Design instr_sequencer, sky130hd; sources not shown.
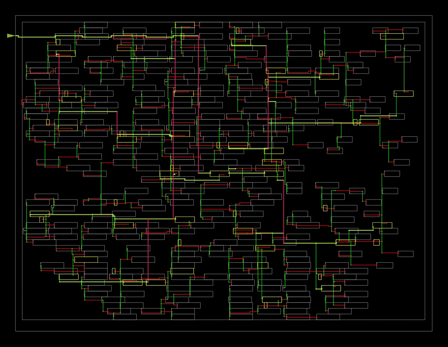
*Clock routing, run 1*
clk sinks: 315
Latency at later pin: 0.55 ns
Seq cells: 315
Clock group: 3.67 mW

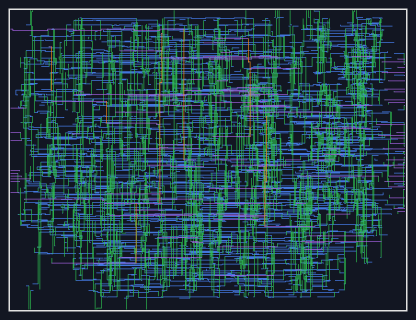
*Wiring by layer, run 1*
Scale: 2 px per µm.
legend:
  M4:
    colour: orange
    wire_length: 326 µm
  M3:
    colour: purple
    wire_length: 1960 µm
  M2:
    colour: green
    wire_length: 14400 µm
  M1:
    colour: blue
    wire_length: 15400 µm
total wire length: 32100 µm
overall routing resource usage: 0.218
Avg WL per Cell: 25.6 µm
Vias: 7233

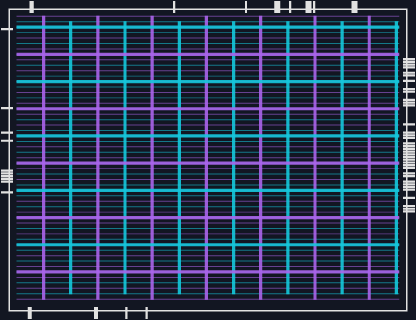
*Floorplan with the power grid, run 1*
Scale: 2 px per µm. Pins as bars on the die edge.
legend:
  VDD:
    colour: cyan
  VSS:
    colour: purple
met1 rails: 53
signal pins: 67
rows: 52
CORE AREA: 27100 µm²
Peak VDD IR: 0.000448 V
width of the chip: 198 µm

==> flow_summary.ini, run 1 <==
; physical design summary
[final_layout]
largestClassByArea = flip-flops and latches
seq-cell-share = 0.585
diodes = 0
fin_area_um2 = 15400
signal_buffers = 134
clockNetworkAreaShare = 0.0625
buf_share = 0.0890
final_common_cell = edfxtp_1
area.growth.synth_to_final_pct = 21.4
comb_area_um2 = 3600
inv_count = 8
nets = 910
finalNonFillerCells = 1252
sh_comb_area = 0.233
seqCellArea_um2 = 9030
finish.utilization = 0.571

[clocking]
clk_pin_slew_worst_paths_ns = 0.06
cts_tree = done
cts_hold_buf = 0

[power_and_ir_drop]
power.share.switching = 0.251
p_seq_frac = 0.481
cellLeakagePower_nw = 4.89
switching_power_mw = 2.57
largestPowerGroup = sequential cells
clkPwrFrac = 0.359
p_seq_mw = 4.93
p_int_mw = 7.68
powerDensity_nw_per_um2 = 663

[logic_synthesis]
netlist_instances = 743
ys_sh_simple = 0.0576
largest_area_cell = edfxtp_1
yosysUniqueCellTypes = 44
yosysMostFrequentCell = edfxtp_1
ys_seq_share = 0.710
ys_sh_aoi = 0.0398
synth.area.mux_share = 0.160
floorplan.nets = 775
ys_warn_count = 0
syn_area_um2 = 12700
synth.comb.largest_family = multiplexers

[worst_setup_path]
cp_max_fo = 6
rrSetupSlack_ns = -0.02
crit_family = multiplexers
crit_chain = ha_4, buf_4, mux2i_1, mux4_2, nor4_4, buf_4, nand2_1, o211a_4, a21oi_2, xor2_2, and2_1
cp-start-kind = flip-flop
worstPathArrival_ns = 3.42
critPathKind = reg -> reg
required_ns = 3.39

[die]
fp.dieArea_um2 = 29700
tap_cells = 351
io_pins = 67
fp_util = 0.470

[hold_path]
hold_depth = 2
min_path_type = reg -> reg

[sta]
worst_slew_pin_slew_ns = 0.712
fmax_mhz = 325
relSlewSlack = 0.524
finalHoldViolCount = 0
setup_violations = 17
setup_slack_ns = -0.0230
post-route-min-period_ns = 3.07
rsz0062_at_grt = true
drv_slew = 0

[status]
violations = setup timing
status = finished with violations

[grt]
grt_overflow = 0
busiest_layer = met1
grt_max_degree = 46
first_global_vias = 7490
grt_use_met1 = 0.342
grt_antenna_before_repair = 0
grt_pass1_wl_um = 48200

[routing]
route.met3.wl_um = 1960
first_pass_iters = 5
drc_errors = 0
drtIter0Drc = 522
wl_met2_um = 14400
maxUsedRoutingLayer = met4
ant_nets = 0
m1WireLength_um = 15400

[run]
warnings = 30

[placement]
port_buffers = 66
### Clock wires, drivers and flops, run 1

Scale: 1.5 px per µm.
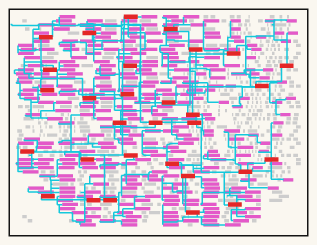

## Run 2: what changed since run 1
Settings changed: CTS_CLUSTER_SIZE set to 28, PLACE_DENSITY_LB_ADDON 0.1 to 0.3.
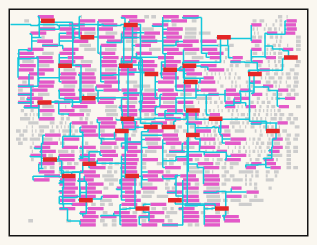
*Clock wires, drivers and flops, run 2*
Scale: 1.5 px per µm.
legend:
  flip-flops:
    colour: magenta
    count: 315
  clock wires:
    colour: cyan
    length: 3520 µm
  clock-net drivers:
    colour: red
    count: 30
flops lie: all over the die
routed clock nets: 31
Latency at later pin: 0.57 ns
clock share of power: 0.367
Clock group: 3.77 mW

==> run 2 against run 1 <==
The flow now finishes without violations. Sequential cell count is the same. Die size unchanged. Via count rose by 0.53%. Sequential share of layout area is 0.17 points higher. Largest power group unchanged. Clock power increased by 3%. Wire length grew 0.26%.
==> flow_summary.ini, run 2 <==
; physical design summary
[status]
status = finished, final reports clean

[final_layout]
diodes = 0
clockNetworkAreaShare = 0.0654
inv_count = 8
area.growth.synth_to_final_pct = 21.0
fin_area_um2 = 15400
finalNonFillerCells = 1242
sh_comb_area = 0.232
seq-cell-share = 0.587
comb_area_um2 = 3570
seq_cells = 315
nets = 900
signal_buffers = 124

[logic_synthesis]
synth.comb.largest_family = multiplexers
floorplan.nets = 775
yosysMostFrequentCell = edfxtp_1
largest_area_cell = edfxtp_1

[power_and_ir_drop]
switching_power_mw = 2.57
p_seq_mw = 4.93
cellLeakagePower_nw = 4.86
p_int_mw = 7.71
power.share.switching = 0.250
p_seq_frac = 0.480
ir_drop_v = 0.000383

[routing]
route.met3.wl_um = 2060
first_pass_iters = 6

[grt]
grt_antenna_before_repair = 0
grt_use_met1 = 0.328
busiest_layer = met2
first_global_vias = 7622

[sta]
worst_slew_pin_slew_ns = 0.711
post-route-min-period_ns = 2.94
finalHoldViolCount = 0
relSlewSlack = 0.525
setup_slack_ns = 0.105

[worst_setup_path]
required_ns = 3.27
cp_max_fo = 16
critPathKind = reg -> reg
rrSetupSlack_ns = 0.11

[die]
core_um2 = 27100
tap_cells = 351

[clocking]
clock_sinks = 315
cts_hold_buf = 0

[hold_path]
min_path_type = reg -> reg
Power and IR drop assume default switching activity.
